## src/rtl/cam_capture_rgb332.sv

```systemverilog
// Camera capture front end: OV7670-style VSYNC/HREF byte stream to RGB332 frame-buffer writes.
// Define CAM_TEST_PATTERN_EN to replace W_DATA with eight vertical colour bars.
module cam_capture_rgb332 #(
   parameter int unsigned WIDTH    = 176,
   parameter int unsigned HEIGHT   = 144,
   parameter int unsigned ADDR_W   = 15,
   parameter int unsigned PIX_FMT  = 0,
   parameter int unsigned DECIMATE = 1
) (
   input  logic              CLOCK,
   input  logic              RESET,
   input  logic              CAM_VSYNC,
   input  logic              CAM_HREF,
   input  logic [7:0]        CAM_DATA,
   output logic [ADDR_W-1:0] W_ADDR,
   output logic [7:0]        W_DATA,
   output logic              W_EN,
   output logic              FRAME_DONE,
   output logic [9:0]        LINE_COUNT,
   output logic              LINE_OVF,
   output logic              FRAME_OVF
);

   localparam int unsigned XW = $clog2(WIDTH + 1);
   localparam int unsigned YW = $clog2(HEIGHT + 1);
   localparam logic [XW-1:0]     X_LIM    = XW'(WIDTH);
   localparam logic [YW-1:0]     Y_LIM    = YW'(HEIGHT);
   localparam logic [ADDR_W-1:0] ROW_STEP = ADDR_W'(WIDTH);
   localparam bit                DEC2     = (DECIMATE == 2);

   typedef enum logic [1:0] {
      ST_SYNC,
      ST_VBLANK,
      ST_FRAME
   } state_t;

   state_t            state_q, state_d;
   logic              vsync_q, href_q;
   logic              line_act_q, line_act_d;
   logic              phase_q, phase_d;
   logic [7:0]        hi_q, hi_d;
   logic              pix_odd_q, pix_odd_d;
   logic [XW-1:0]     x_q, x_d;
   logic [YW-1:0]     y_q, y_d;
   logic [ADDR_W-1:0] row_base_q, row_base_d;
   logic [9:0]        line_count_q, line_count_d;
   logic              line_ovf_q, line_ovf_d;
   logic              frame_ovf_q, frame_ovf_d;
   logic              w_en_q, w_en_d;
   logic [7:0]        w_data_q, w_data_d;
   logic [ADDR_W-1:0] w_addr_q, w_addr_d;
   logic              frame_done_q, frame_done_d;

   logic              vs_rise, href_rise;
   logic              line_kept, pix_kept;
   logic              clear_frame;
   logic [7:0]        pix_rgb;
   logic              unused_bits;

`ifdef CAM_TEST_PATTERN_EN
   localparam int unsigned  BAR_W    = (WIDTH >= 8) ? WIDTH / 8 : 1;
   localparam int unsigned  BW       = (BAR_W > 1) ? $clog2(BAR_W) : 1;
   localparam logic [BW-1:0] BAR_LAST = BW'(BAR_W - 1);

   logic [2:0]    band_q, band_d;
   logic [BW-1:0] band_cnt_q, band_cnt_d;
`endif

   assign vs_rise   = CAM_VSYNC & ~vsync_q;
   assign href_rise = CAM_HREF & ~href_q;
   // Decimation keys off the pre-decimation line count and a per-line input pixel parity.
   assign line_kept = !DEC2 || !line_count_q[0];
   assign pix_kept  = line_kept && (!DEC2 || !pix_odd_q);

   assign unused_bits = ^{hi_q, CAM_DATA};

`ifdef CAM_TEST_PATTERN_EN
   always_comb begin
      case (band_q)
         3'd0:    pix_rgb = 8'hFF;
         3'd1:    pix_rgb = 8'hFC;
         3'd2:    pix_rgb = 8'h1F;
         3'd3:    pix_rgb = 8'h1C;
         3'd4:    pix_rgb = 8'hE3;
         3'd5:    pix_rgb = 8'hE0;
         3'd6:    pix_rgb = 8'h03;
         default: pix_rgb = 8'h00;
      endcase
   end
`else
   // hi_q holds the phase-0 byte; the phase-1 byte is still on CAM_DATA.
   always_comb begin
      case (PIX_FMT)
         32'd1:   pix_rgb = {hi_q[3:1], CAM_DATA[7:5], CAM_DATA[3:2]};
         32'd2:   pix_rgb = {hi_q[7:5], hi_q[7:5], hi_q[7:6]};
         default: pix_rgb = {hi_q[7:5], hi_q[2:0], CAM_DATA[4:3]};
      endcase
   end
`endif

   always_comb begin
      state_d      = state_q;
      line_act_d   = line_act_q;
      phase_d      = phase_q;
      hi_d         = hi_q;
      pix_odd_d    = pix_odd_q;
      x_d          = x_q;
      y_d          = y_q;
      row_base_d   = row_base_q;
      line_count_d = line_count_q;
      line_ovf_d   = line_ovf_q;
      frame_ovf_d  = frame_ovf_q;
      w_en_d       = 1'b0;
      w_data_d     = w_data_q;
      w_addr_d     = w_addr_q;
      frame_done_d = 1'b0;
      clear_frame  = 1'b0;
`ifdef CAM_TEST_PATTERN_EN
      band_d       = band_q;
      band_cnt_d   = band_cnt_q;
`endif

      unique case (state_q)
         ST_SYNC: begin
            if (vs_rise) begin
               state_d     = ST_VBLANK;
               clear_frame = 1'b1;
            end
         end
         ST_VBLANK: begin
            if (!CAM_VSYNC) state_d = ST_FRAME;
         end
         ST_FRAME: begin
            if (vs_rise) begin
               state_d      = ST_VBLANK;
               clear_frame  = 1'b1;
               frame_done_d = (line_count_q != '0);
            end else if (CAM_HREF && (line_act_q || href_rise)) begin
               line_act_d = 1'b1;
               if (!phase_q) begin
                  hi_d    = CAM_DATA;
                  phase_d = 1'b1;
               end else begin
                  phase_d   = 1'b0;
                  pix_odd_d = ~pix_odd_q;
                  if (pix_kept) begin
                     if (x_q < X_LIM) begin
                        x_d = x_q + 1'b1;
                        if (y_q < Y_LIM) begin
                           w_en_d   = 1'b1;
                           w_addr_d = row_base_q + ADDR_W'(x_q);
                           w_data_d = pix_rgb;
                        end
`ifdef CAM_TEST_PATTERN_EN
                        if (band_cnt_q == BAR_LAST) begin
                           band_cnt_d = '0;
                           if (band_q != 3'd7) band_d = band_q + 1'b1;
                        end else begin
                           band_cnt_d = band_cnt_q + 1'b1;
                        end
`endif
                     end else begin
                        line_ovf_d = 1'b1;
                     end
                     if (y_q >= Y_LIM) frame_ovf_d = 1'b1;
                  end
               end
            end else if (line_act_q) begin
               // HREF fall: any dangling phase-0 byte is dropped with the phase reset.
               line_act_d = 1'b0;
               phase_d    = 1'b0;
               pix_odd_d  = 1'b0;
               x_d        = '0;
`ifdef CAM_TEST_PATTERN_EN
               band_d     = '0;
               band_cnt_d = '0;
`endif
               if (line_count_q != '1) line_count_d = line_count_q + 1'b1;
               if (line_kept && (y_q < Y_LIM)) begin
                  y_d        = y_q + 1'b1;
                  row_base_d = row_base_q + ROW_STEP;
               end
            end
         end
         default: state_d = ST_SYNC;
      endcase

      if (clear_frame) begin
         line_act_d   = 1'b0;
         phase_d      = 1'b0;
         pix_odd_d    = 1'b0;
         x_d          = '0;
         y_d          = '0;
         row_base_d   = '0;
         line_count_d = '0;
         line_ovf_d   = 1'b0;
         frame_ovf_d  = 1'b0;
`ifdef CAM_TEST_PATTERN_EN
         band_d       = '0;
         band_cnt_d   = '0;
`endif
      end
   end

   always_ff @(posedge CLOCK or posedge RESET) begin
      if (RESET) begin
         state_q      <= ST_SYNC;
         vsync_q      <= 1'b0;
         href_q       <= 1'b0;
         line_act_q   <= 1'b0;
         phase_q      <= 1'b0;
         hi_q         <= '0;
         pix_odd_q    <= 1'b0;
         x_q          <= '0;
         y_q          <= '0;
         row_base_q   <= '0;
         line_count_q <= '0;
         line_ovf_q   <= 1'b0;
         frame_ovf_q  <= 1'b0;
         w_en_q       <= 1'b0;
         w_data_q     <= '0;
         w_addr_q     <= '0;
         frame_done_q <= 1'b0;
      end else begin
         state_q      <= state_d;
         vsync_q      <= CAM_VSYNC;
         href_q       <= CAM_HREF;
         line_act_q   <= line_act_d;
         phase_q      <= phase_d;
         hi_q         <= hi_d;
         pix_odd_q    <= pix_odd_d;
         x_q          <= x_d;
         y_q          <= y_d;
         row_base_q   <= row_base_d;
         line_count_q <= line_count_d;
         line_ovf_q   <= line_ovf_d;
         frame_ovf_q  <= frame_ovf_d;
         w_en_q       <= w_en_d;
         w_data_q     <= w_data_d;
         w_addr_q     <= w_addr_d;
         frame_done_q <= frame_done_d;
      end
   end

`ifdef CAM_TEST_PATTERN_EN
   always_ff @(posedge CLOCK or posedge RESET) begin
      if (RESET) begin
         band_q     <= '0;
         band_cnt_q <= '0;
      end else begin
         band_q     <= band_d;
         band_cnt_q <= band_cnt_d;
      end
   end
`endif

   assign W_ADDR     = w_addr_q;
   assign W_DATA     = w_data_q;
   assign W_EN       = w_en_q;
   assign FRAME_DONE = frame_done_q;
   assign LINE_COUNT = line_count_q;
   assign LINE_OVF   = line_ovf_q;
   assign FRAME_OVF  = frame_ovf_q;

endmodule

```

## config.mk

```make
export PLATFORM = sky130hd
export DESIGN_NAME = cam_capture_rgb332
export DESIGN_NICKNAME = d
export VERILOG_FILES = /design/src/rtl/cam_capture_rgb332.sv
export SDC_FILE = /design/constraint.sdc
export NUM_CORES = 1
export LEC_CHECK = 0
export CAP_MARGIN = 20
export CORE_AREA = 2 2 111 113
export DETAILED_ROUTE_END_ITERATION = 7
export DIE_AREA = 0 0 113 115
export GPL_ROUTABILITY_DRIVEN = 1
export PLACE_DENSITY = 0.54
export SLEW_MARGIN = 20
export SYNTH_ARGS = -nofsm -noshare
export SYNTH_HDL_FRONTEND = slang
export SYNTH_SLANG_ARGS = --single-unit
```

## constraint.sdc

```tcl
create_clock -name CLOCK -period 6.9 [get_ports CLOCK]
set_input_delay 0.69 -clock CLOCK [delete_from_list [all_inputs] [get_ports CLOCK]]
set_output_delay 0.69 -clock CLOCK [all_outputs]
set_load 0.01 [all_outputs]
```

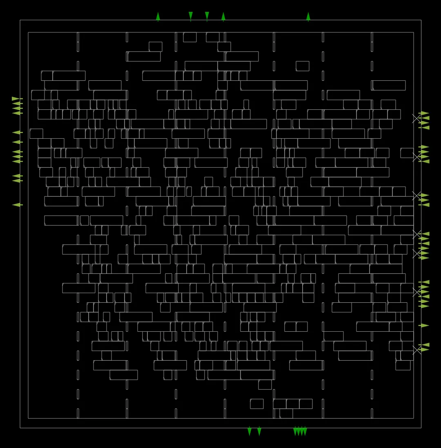
Figure 1: run 1, placement view.
Core Box Area: 0.0118 mm²
Tapcell Cnt: 147
sequential fraction of total cell area: 38.5%
# rows: 40

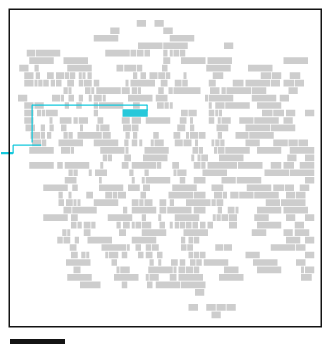
Figure 2: run 1, wires at chosen ports, followed through buffers.
The bar under the picture is 20 µm long.
[FRAME_OVF] cyan | bits: 1 | direction: output | edge: west | end cells: 1 | buffers: 1 | wire: 71.2 µm
I/O Pins: 49
IO buf count: 48

==> results_dict.tcl, run 1 <==
# implementation run metrics
set metrics [dict create \
    p_clk_share_pct 36.2 \
    status "finished, violations left" \
    yosysTopAreaCell "dfrtp_1" \
    finalPower_mw 1.31 \
    ys_cells 383 \
    num-nonclk-inverters 14 \
    yosys_warnings 0 \
    antenna_cells 0 \
    nonClkBufAreaFrac_pct 10.4 \
    top_power_group "sequential cells" \
    cp-end-kind "flop" \
    r2r-start "state_q[0]" \
    hold_depth 1 \
    hpwl_mm 6.00 \
    largest_register_ffs 15 \
    swShare_pct 27.4 \
    post_cts_buffers 0 \
    worstPathMaxFanout 22 \
    finalSetupViolations 0 \
    drv_cap 0 \
    min_period_ps 2820 \
    critical_path_class "in2reg" \
    leakage_nw 2.03 \
    seq_power_share_pct 44.0 \
    antenna_found_initial 0 \
    cts_made_buffers 9 \
    tool_warnings 29 \
    clk_share_pct 6.13 \
    fin_ws_ps 4080 \
    comb_cells 275 \
    ys_types 56 \
    routed_wl_mm 8.96 \
    synth_flops 76 \
    n_clock_buffer 10 \
    cp.arrival_ps 3040 \
    tns_ps 0 \
    finalClockSkew_ps 6.94 \
    syn_inst 383 \
    nNetsFinal 450 \
    routabilityCongestion 0.805 \
    ys_top_cells_by_area "dfrtp_1, mux2_4, ha_1" \
    worstSkewPairLatency_ps 330 \
    die_h_um 115 \
    ir_drop_mv 0.113 \
    vias_per_cell 5.37 \
    ys_area_mm2 0.00403 \
    violations "DRC" \
    final_area_mm2 0.00494 \
    hold_end "W_DATA[7]" \
    cts_max_level 3 \
    fp_nets 405 \
    drtIter0Drc 180 \
    chipWidth_um 113 \
    place_area_mm2 0.00463 \
    drc 7 \
    slew_headroom_pct 40.5 \
    grt_max_degree 77 \
    hold_path_class "reg2reg" \
    wl_per_cell_um 15.4 \
    pg_clk_mw 0.473 \
    async_flop_share_pct 100 \
    vias 3116 \
    comb_share_pct 40.1 \
    endpoint "W_DATA[4]" \
    synth_seq_share_pct 47.2 \
    max_freq_mhz 354 \
]
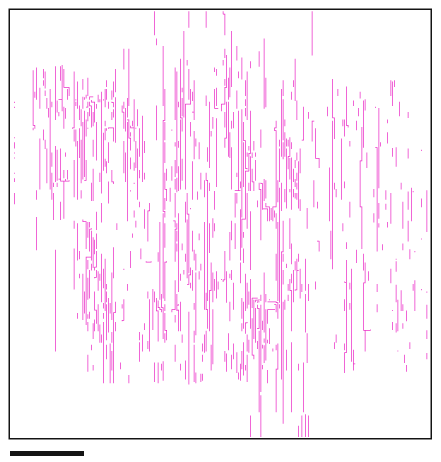
Figure 3: run 1, metal 2.
The bar under the picture is 20 µm long.
main direction: vertical
longest straight run: 39.8 µm

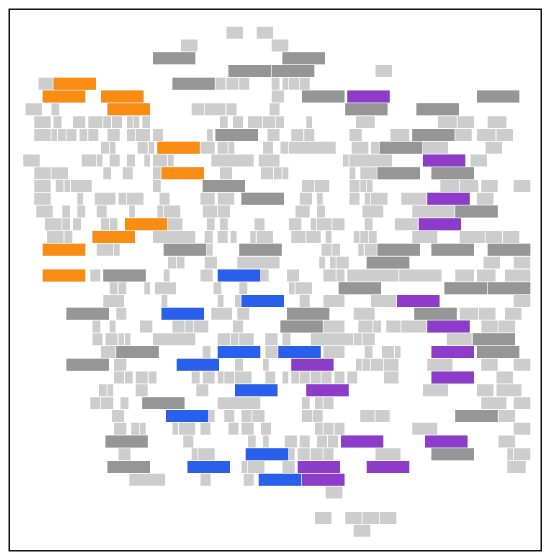
Figure 4: run 1, register map, names as in the netlist.
Other sequential cells in the stronger grey, the rest of the logic in the fainter grey.
[row_base_q] blue | placed flops: 11
[W_ADDR] purple | placed flops: 15
[LINE_COUNT] orange | placed flops: 10
not coloured: 40
P_seq: 0.576 mW
Reg area: 0.00190 mm²
Final Util: 41.8%

[run 1: cells in the mapped netlist, drive strengths merged, types with 7 or more instances]
master  number
ha          10
nor4         7
clkbuf      12
a31oi       14
nand2       32
inv         13
mux2i       11
dfrtp       76
nor3        12
mux2        24
nand3       19
a21oi       12
o31ai       13
o21ai       21
nand2b      13
nor2        11
[run 1: cells in the final DEF, fill, tap and decap left out, types with 6 or more instances in the layout]
cell	n
dfrtp_1	76
clkdlybuf4s50_1	48
nand2_1	32
o21ai_0	20
nand3_1	18
mux2_4	14
a31oi_1	14
nand2b_1	13
inv_1	12
a21oi_1	12
o31ai_1	12
nor3_1	11
nor2_1	11
mux2i_1	11
mux2_2	10
ha_1	10
clkbuf_16	9
nand4_1	6
or3_1	6
nor4_1	6
[run 1: per-layer routing]
layer / global-route usage, % / part of all wire (%) / vias up
met2: 22.4 / 44 / 92
met4: 4.72 / 1.3 / 0
met5: 0 / 0 / -
met3: 4.43 / 5.4 / 13
li1: - / - / 1514
met1: 20.0 / 49 / 1497
[run 1: logic make-up (layout without fill, tap and decap cells)]
| kind of cell | count (synthesis) | after routing | share of synthesized area [%] |
|---|---|---|---|
| and+or+nand+nor | 131 | 131 | 17.8 |
| AOI/OAI and AO/OA | 94 | 94 | 16.2 |
| adders and majority gates | 10 | 10 | 3.11 |
| muxes | 35 | 35 | 10.8 |
| xor gates and xnor gates | 5 | 5 | 1.09 |
| buffers and inverters | 32 | 82 | 3.79 |
| DFF | 76 | 76 | 47.2 |
[run 1: worst max-delay path: stages]
cell and delay (ps):
clkdlybuf4s50_1 560, nand3b_1 210, a2111oi_4 580, nand3_2 200, clkinv_2 390, mux2_2 390
==> run 1 -> run 2 <==
==> constraint.sdc (replaced) <==
create_clock -name CLOCK -period 2.8 [get_ports CLOCK]
set_input_delay 0.28 -clock CLOCK [delete_from_list [all_inputs] [get_ports CLOCK]]
set_output_delay 0.28 -clock CLOCK [all_outputs]
set_load 0.01 [all_outputs]
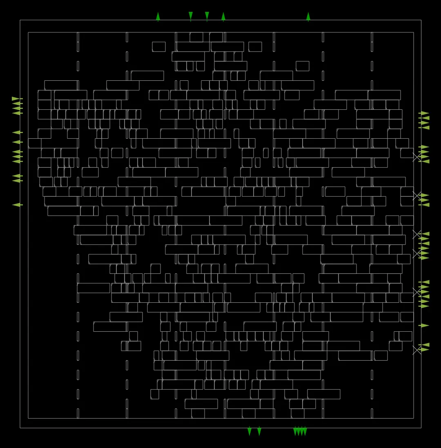
Figure 5: run 2, placement view.
non-filler instance count after layout: 583
flip-flop and latch count: 76
Filler Cell Count: 1132

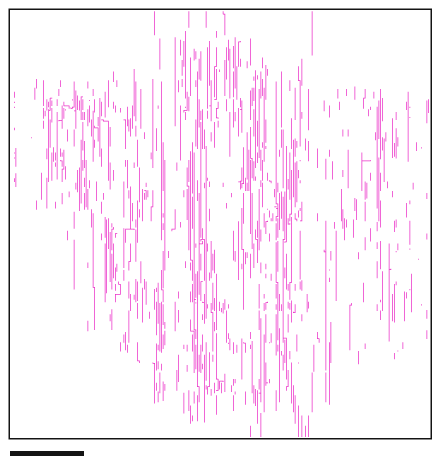
Figure 6: run 2, metal 2.
The bar under the picture is 20 µm long.
wire length on this layer: 3900 µm
main direction: vertical
nets with wire on the layer: 372
share of all routed wire: 43%
Via Count: 3084
met2 usage: 22.5%
Final Routed Wirelength: 8.99 mm

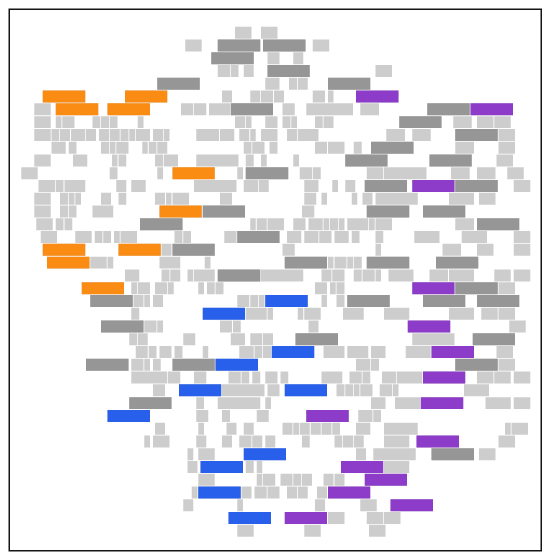
Figure 7: run 2, register map, names as in the netlist.
Other sequential cells in the stronger grey, the rest of the logic in the fainter grey.
P_seq: 1.41 mW
Final Util: 41.8%
sequential fraction of total cell area: 38.5%

==> run 2 against run 1 <==
Compared with the run above:
- final area about the same
- flip-flop count did not move
- the flow still finishes with violations (DRC)
- setup slack worse by 3500 ps
- sequential power increased by 140%
- critical path depth decreased by 1
- utilization hardly changed
- highest routed layer unchanged
- die size did not move
- non-clock buffer count is 5 higher
==> results_dict.tcl, run 2 <==
# implementation run metrics
set metrics [dict create \
    slew_headroom_pct 34.2 \
    syn-cell-area_mm2 0.00403 \
    r2r_cells 5 \
    cts-root-buf "clkbuf_16" \
    cts_made_buffers 9 \
    antenna_found_initial 0 \
    core_mm2 0.0118 \
    synth-main-ff-cell "dfrtp_1" \
    drc 6 \
    ys_cells 383 \
    r2r_end "W_DATA[5]" \
    tap_cells 147 \
    wl_per_cell_um 15.4 \
    finalClockSkew_ps 5.62 \
    tns_ps 0 \
    dominant-cell-class "multi-input combinational cells" \
    comb_share_pct 40.1 \
    top_level_ports 49 \
    ys_sh_simple_pct 17.8 \
    cts_hold_buf 0 \
    ys_types 56 \
    die_h_um 115 \
    cts_tree "done" \
    worst_slew_pin_slew_ps 984 \
    largest_register_ffs 15 \
    antenna_cells 0 \
    num-nonclk-inverters 14 \
    finalClockPeriodUsage_pct 78.3 \
    drive_above_1_share_pct 13.3 \
    violations "DRC" \
    worstSetupStartpointType "flop" \
    power.density_mw_per_mm2 628 \
    dr.pass1.iters 8 \
    yosysTopAreaCell "dfrtp_1" \
    post_cts_buffers 0 \
    topCombFamilyByArea "simple AND/OR/NAND/NOR gates" \
    cts_max_level 3 \
    clk_share_pct 5.22 \
    cts_sinks 76 \
    top_power_group "sequential cells" \
    leakage_nw 2.04 \
    yosysMostFrequentCell "dfrtp_1" \
    p_clk_share_pct 33.4 \
    max_freq_mhz 456 \
    port_buffers 48 \
    hpwl_mm 6.34 \
    floorplan.core_util_pct 34.1 \
    seq_power_share_pct 45.6 \
    std_cell_rows 40 \
    pg_clk_mw 1.03 \
    chipWidth_um 113 \
    r2r_slack_ps 610 \
    pwr-share-comb_pct 21.0 \
    grt_max_degree 49 \
    syn_to_final_growth_pct 22.7 \
    grt_pass1_vias 3045 \
    mux_share_pct 10.8 \
    p_switching_mw 0.854 \
    ctsResizeCount 0 \
    flop_area_mm2 0.00190 \
    drtIter0Drc 165 \
    finalHoldViolCount 0 \
    synth-adder-area-share_pct 3.11 \
    grt-ovfl-total 0 \
    synth_flops 76 \
    nonClkBufAreaFrac_pct 11.4 \
    drv_cap 0 \
    track_usage_pct 14.7 \
    worstSkewPairLatency_ps 330 \
    vias_per_cell 5.29 \
    ir_drop_mv 0.323 \
    ys_area_mm2 0.00403 \
    aoi_share_pct 16.2 \
    cp.required_ps 3010 \
    rsz0062_at_grt "false" \
    min_period_ps 2190 \
    comb_area_mm2 0.00198 \
    critical_path_class "reg2reg" \
    r2r-start "x_q[5]" \
    yosysTopAreaCellShare_pct 47.2 \
    cp-end-kind "flop" \
    fp_nets 405 \
    tool_warnings 29 \
    status "finished, violations left" \
    finalSetupViolations 0 \
    async_flop_share_pct 100 \
    syn_inst 383 \
    worstPathMaxFanout 22 \
    swShare_pct 27.6 \
    p_comb_mw 0.651 \
    final_antenna_net_count 0 \
    final_common_cell "dfrtp_1" \
    buffers_excl_clock 57 \
    nNetsFinal 455 \
    n_clock_buffer 11 \
    slew_violations 0 \
    comb_cells 275 \
    cp.arrival_ps 2400 \
    yosys_warnings 0 \
    hold_path_class "in2async" \
    clockBufferDepth 2 \
    synth-edff-count 0 \
    p_int_mw 2.24 \
    synthXorXnorAreaFrac_pct 1.09 \
    final_cell_mix "dfrtp_1, clkdlybuf4s50_1, nand2_1" \
    ys_top_cells_by_area "dfrtp_1, mux2_4, ha_1" \
    avgSynthCellArea_um2 10.5 \
    common_cells "dfrtp_1, nand2_1, o21ai_0, nand3_1" \
    die_area_mm2 0.0130 \
    path_clk_slew_ps 50 \
    synth_seq_share_pct 47.2 \
    routabilityCongestion 0.811 \
    grt_pass1_wl_mm 15.3 \
]
[run 2: logic make-up (layout without fill, tap and decap cells)]
| logic type | count (synthesis) | in the layout |
|---|---|---|
| AOI/OAI and AO/OA | 94 | 94 |
| xor gates and xnor gates | 5 | 5 |
| adders and majority gates | 10 | 10 |
| buffers and inverters | 32 | 85 |
| DFF | 76 | 76 |
| muxes | 35 | 35 |
| and+or+nand+nor | 131 | 131 |
[run 2: through the flow]
step	cells	worst slack, ps	area [µm²]	hold WS (ps)	power (mW)
final	583	607	4940	366	3.10
after global routing	583	371	4940	427	3.28
after CTS	583	575	4940	393	3.14
after detailed placement	569	364	4680	490	2.09
after global placement	569	429	4680	488	2.08
after floorplan	383	582	4030	311	1.80
[run 2: metal layers]
| metal | global-route usage, % | share of wire, % | vias up | wire length [µm] |
|---|---|---|---|---|
| met5 | 0 | 0 | - | 0 |
| met4 | 5.37 | 1.4 | 0 | 129 |
| li1 | - | - | 1518 | - |
| met1 | 21.2 | 51 | 1488 | 4600 |
| met2 | 22.5 | 43 | 69 | 3900 |
| met3 | 2.53 | 4.0 | 9 | 358 |
[run 2: worst max-delay path, stage by stage (launching register included)]
cell	delay [ps]
dfrtp_1	450
a21o_1	280
a2111oi_4	410
nand3_2	160
clkinv_2	390
mux2_2	390
[run 2: how the worst max path moves through the flow]
stage,to,cells past startpoint,startpoint,slack [ps]
final,W_DATA[5],5,x_q[5],610
after CTS,W_DATA[5],5,x_q[5],570
after floorplan,FRAME_DONE,1,RESET,580
after global placement,W_DATA[4],6,CAM_HREF,430
after global routing,W_ADDR[12],5,x_q[5],370
after detailed placement,W_DATA[5],6,CAM_HREF,360
==> run 2 -> run 3 <==
==> constraint.sdc (replaced) <==
create_clock -name CLOCK -period 2.2 [get_ports CLOCK]
set_input_delay 0.22 -clock CLOCK [delete_from_list [all_inputs] [get_ports CLOCK]]
set_output_delay 0.22 -clock CLOCK [all_outputs]
set_load 0.01 [all_outputs]
==> run 3 against run 2 <==
Compared with the run above:
- the flow still finishes with violations (DRC)
- wire length rose by 2.9%
- power rose by 33%
- count of clock-buffer cells in the layout grew 1
- setup slack lost 430 ps
- synthesized area unchanged
- sequential power grew 28%
- hold slack lost 100 ps
- combinational power increased by 33%
- synthesized cell count stayed put
- sequential share of layout area down 1.5 points
- critical path depth shrank 1
- critical path type unchanged
==> results_dict.tcl, run 3 <==
# implementation run metrics
set metrics [dict create \
    p_clk_share_pct 35.6 \
    violations "DRC" \
    hpwl_mm 6.34 \
    finalClockPeriodUsage_pct 91.9 \
    synth-main-ff-cell "dfrtp_1" \
    finalHoldViolCount 0 \
    pwr-share-comb_pct 21.0 \
    route.met3.wl_um 392 \
    worst_slew_pin_slew_ps 882 \
    min_period_ps 2020 \
    p_switching_mw 1.10 \
    dp_cells 588 \
    synth-edff-count 0 \
    std_cell_rows 40 \
    routed_wl_mm 9.24 \
    die_area_mm2 0.0130 \
    cts_hold_buf 0 \
    hold_path_class "in2async" \
    final_cell_mix "dfrtp_1, clkdlybuf4s50_1, nand2_1" \
    ys_area_mm2 0.00403 \
    worstPathMaxFanout 15 \
    cts_made_buffers 9 \
    ys_cells 383 \
    syn-cell-area_mm2 0.00403 \
    cp-end-kind "flop" \
    syn_inst 383 \
    r2r_cells 4 \
    common_cells "dfrtp_1, nand2_1, o21ai_0, nand3_1" \
    final_antenna_net_count 0 \
    slew_violations 0 \
    ys_top_cells_by_area "dfrtp_1, mux2_4, ha_1" \
    port_buffers 48 \
    synth_seq_share_pct 47.2 \
    ys_types 56 \
    timing.hold.ws_ps 264 \
    rsz0062_at_grt "false" \
    finalSetupViolations 0 \
    grt_max_degree 77 \
    path_clk_slew_ps 60 \
    grt_pass1_wl_mm 15.8 \
    critical_path_class "reg2reg" \
    comb_area_mm2 0.00198 \
    yosysMostFrequentCell "dfrtp_1" \
    dr.pass1.iters 6 \
    yosysTopAreaCellShare_pct 47.2 \
    routabilityCongestion 0.838 \
    drc 7 \
    status "finished, violations left" \
    fp_nets 405 \
    async_flop_share_pct 100 \
    max_freq_mhz 494 \
    final_common_cell "dfrtp_1" \
    wl_met1_mm 4.51 \
    post_cts_buffers 0 \
    cts_max_level 3 \
    flop_area_mm2 0.00190 \
    nNetsFinal 474 \
    cts-root-buf "clkbuf_16" \
    power.density_mw_per_mm2 805 \
    vias_per_cell 5.36 \
    slew_headroom_pct 40.7 \
    yosysTopAreaCell "dfrtp_1" \
    top_level_ports 49 \
    top_layer_used "met4" \
    finalPower_mw 4.13 \
    ir_drop_mv 0.286 \
    place_area_mm2 0.00485 \
    cp.arrival_ps 2280 \
    grt-ovfl-total 0 \
    tool_warnings 29 \
    leakage_nw 2.15 \
    p_int_mw 3.03 \
    drv_cap 0 \
    worstSetupStartpointType "flop" \
    cp.required_ps 2460 \
    ctsResizeCount 0 \
    worstSkewPairLatency_ps 330 \
    synth_flops 76 \
    clockBufferDepth 2 \
    yosys_warnings 0 \
    pg_clk_mw 1.47 \
    die_h_um 115 \
    p_comb_mw 0.867 \
    drtIter0Drc 240 \
    seq_power_share_pct 43.4 \
    finalClockSkew_ps 5.81 \
    avgSynthCellArea_um2 10.5 \
    chipWidth_um 113 \
    cts_sinks 76 \
    antenna_found_initial 0 \
    antenna_cells 0 \
    dr_wl_met2_mm 4.17 \
    final_area_mm2 0.00514 \
    core_mm2 0.0118 \
    largest_register_ffs 15 \
    swShare_pct 26.7 \
    cts_tree "done" \
    floorplan.core_util_pct 34.1 \
    startpoint "y_q[4]" \
    syn_to_final_growth_pct 27.7 \
    grt_pass1_vias 3283 \
    drive_above_1_share_pct 16.9 \
    top_power_group "sequential cells" \
    r2r-start "y_q[4]" \
]
==> run 3: cell counts after synthesis <==
No cell type changed its count.
==> run 3: stage by stage <==
stage               setup TNS, ps  setup WS [ps]
finish                          0            178
CTS                             0            186
detailed placement           -287          -75.6
global placement            -14.5          -8.90
global route                    0           25.4
floorplan                       0           41.7
==> run 3: worst paths after layout <==
| kind | end | slack (ps) |
|---|---|---|
| min in group CLOCK | hi_q[5] | 500 |
| max | row_base_q[8] | 180 |
| min reg2reg | hi_q[5] | 500 |
| min | W_DATA[1] | 260 |
| max reg2reg | row_base_q[8] | 180 |
| max in group asynchronous | row_base_q[5] | 1550 |
==> run 3: worst max-delay path: stages, from the launching register on <==
cell	delay (ps)
dfrtp_1	460
o31ai_4	490
nor2_1	320
or4_1	530
a21oi_1	150
==> run 3: routing by layer <==
layer  GRT usage [%]  vias to the layer above
li1                -                     1564
met1            20.1                     1579
met2            23.4                       73
met3            2.64                       13
met4            7.24                        0
met5               0                        -
==> run 3: final cells by class <==
class                           count  area share (%)
Multi-Input combinational cell    275            38.5
Inverter                           14            1.05
Clock buffer                       12            4.99
Sequential cell                    76            37.0
Tap cell                          147            3.58
Timing Repair Buffer               76            14.2
Clock inverter                      2           0.682
==> run 3: cells by family (layout without fill, tap and decap cells) <==
kind of cell	Yosys count	count (layout)	share of synthesized area (%)
AND/OR/NAND/NOR	131	131	17.8
AND-OR/OR-AND	94	94	16.2
flip-flops	76	76	47.2
multiplexers	35	35	10.8
buffers and inverters	32	104	3.79
adder cells (fa/ha/maj)	10	10	3.11
XOR/XNOR	5	5	1.09
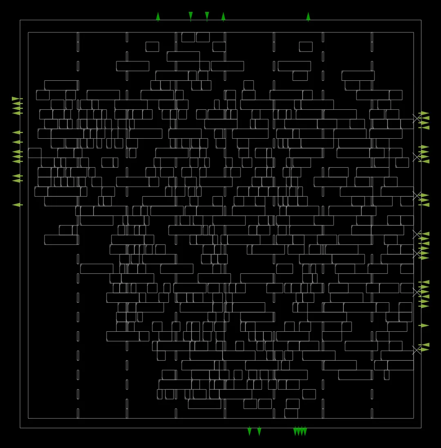
Figure 8: run 3, placement view.
Filler Cell Count: 1149
non-filler instance count after layout: 602
Final Util: 43.5%

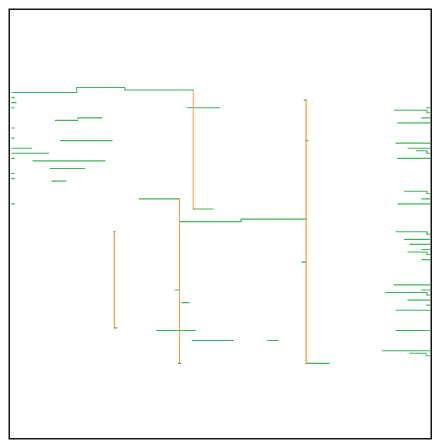
Figure 9: run 3, routed metal, one colour a layer.
Two of the layers only.
[M3] green | wire length: 393 µm
[M4] orange | wire length: 173 µm
Avg WL per Cell: 15.4 µm
Total GRT Usage: 14.9%
Via Count: 3229

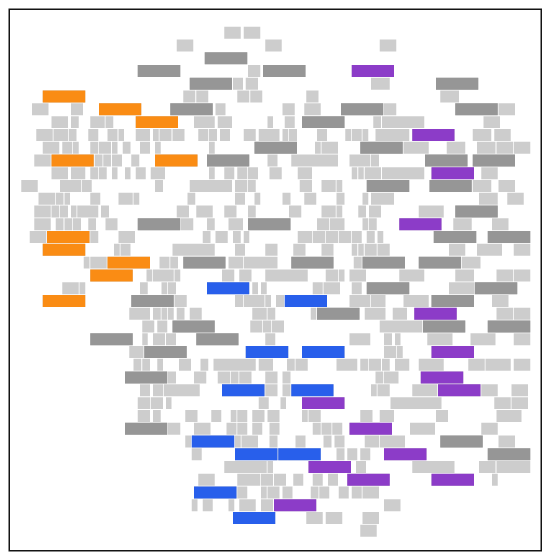
Figure 10: run 3, register map, names as in the netlist.
Other sequential cells in the stronger grey, the rest of the logic in the fainter grey.
P_seq: 1.80 mW
sequential fraction of total cell area: 37.0%

Power figures rest on the tool's default switching activity, not on a simulated workload.
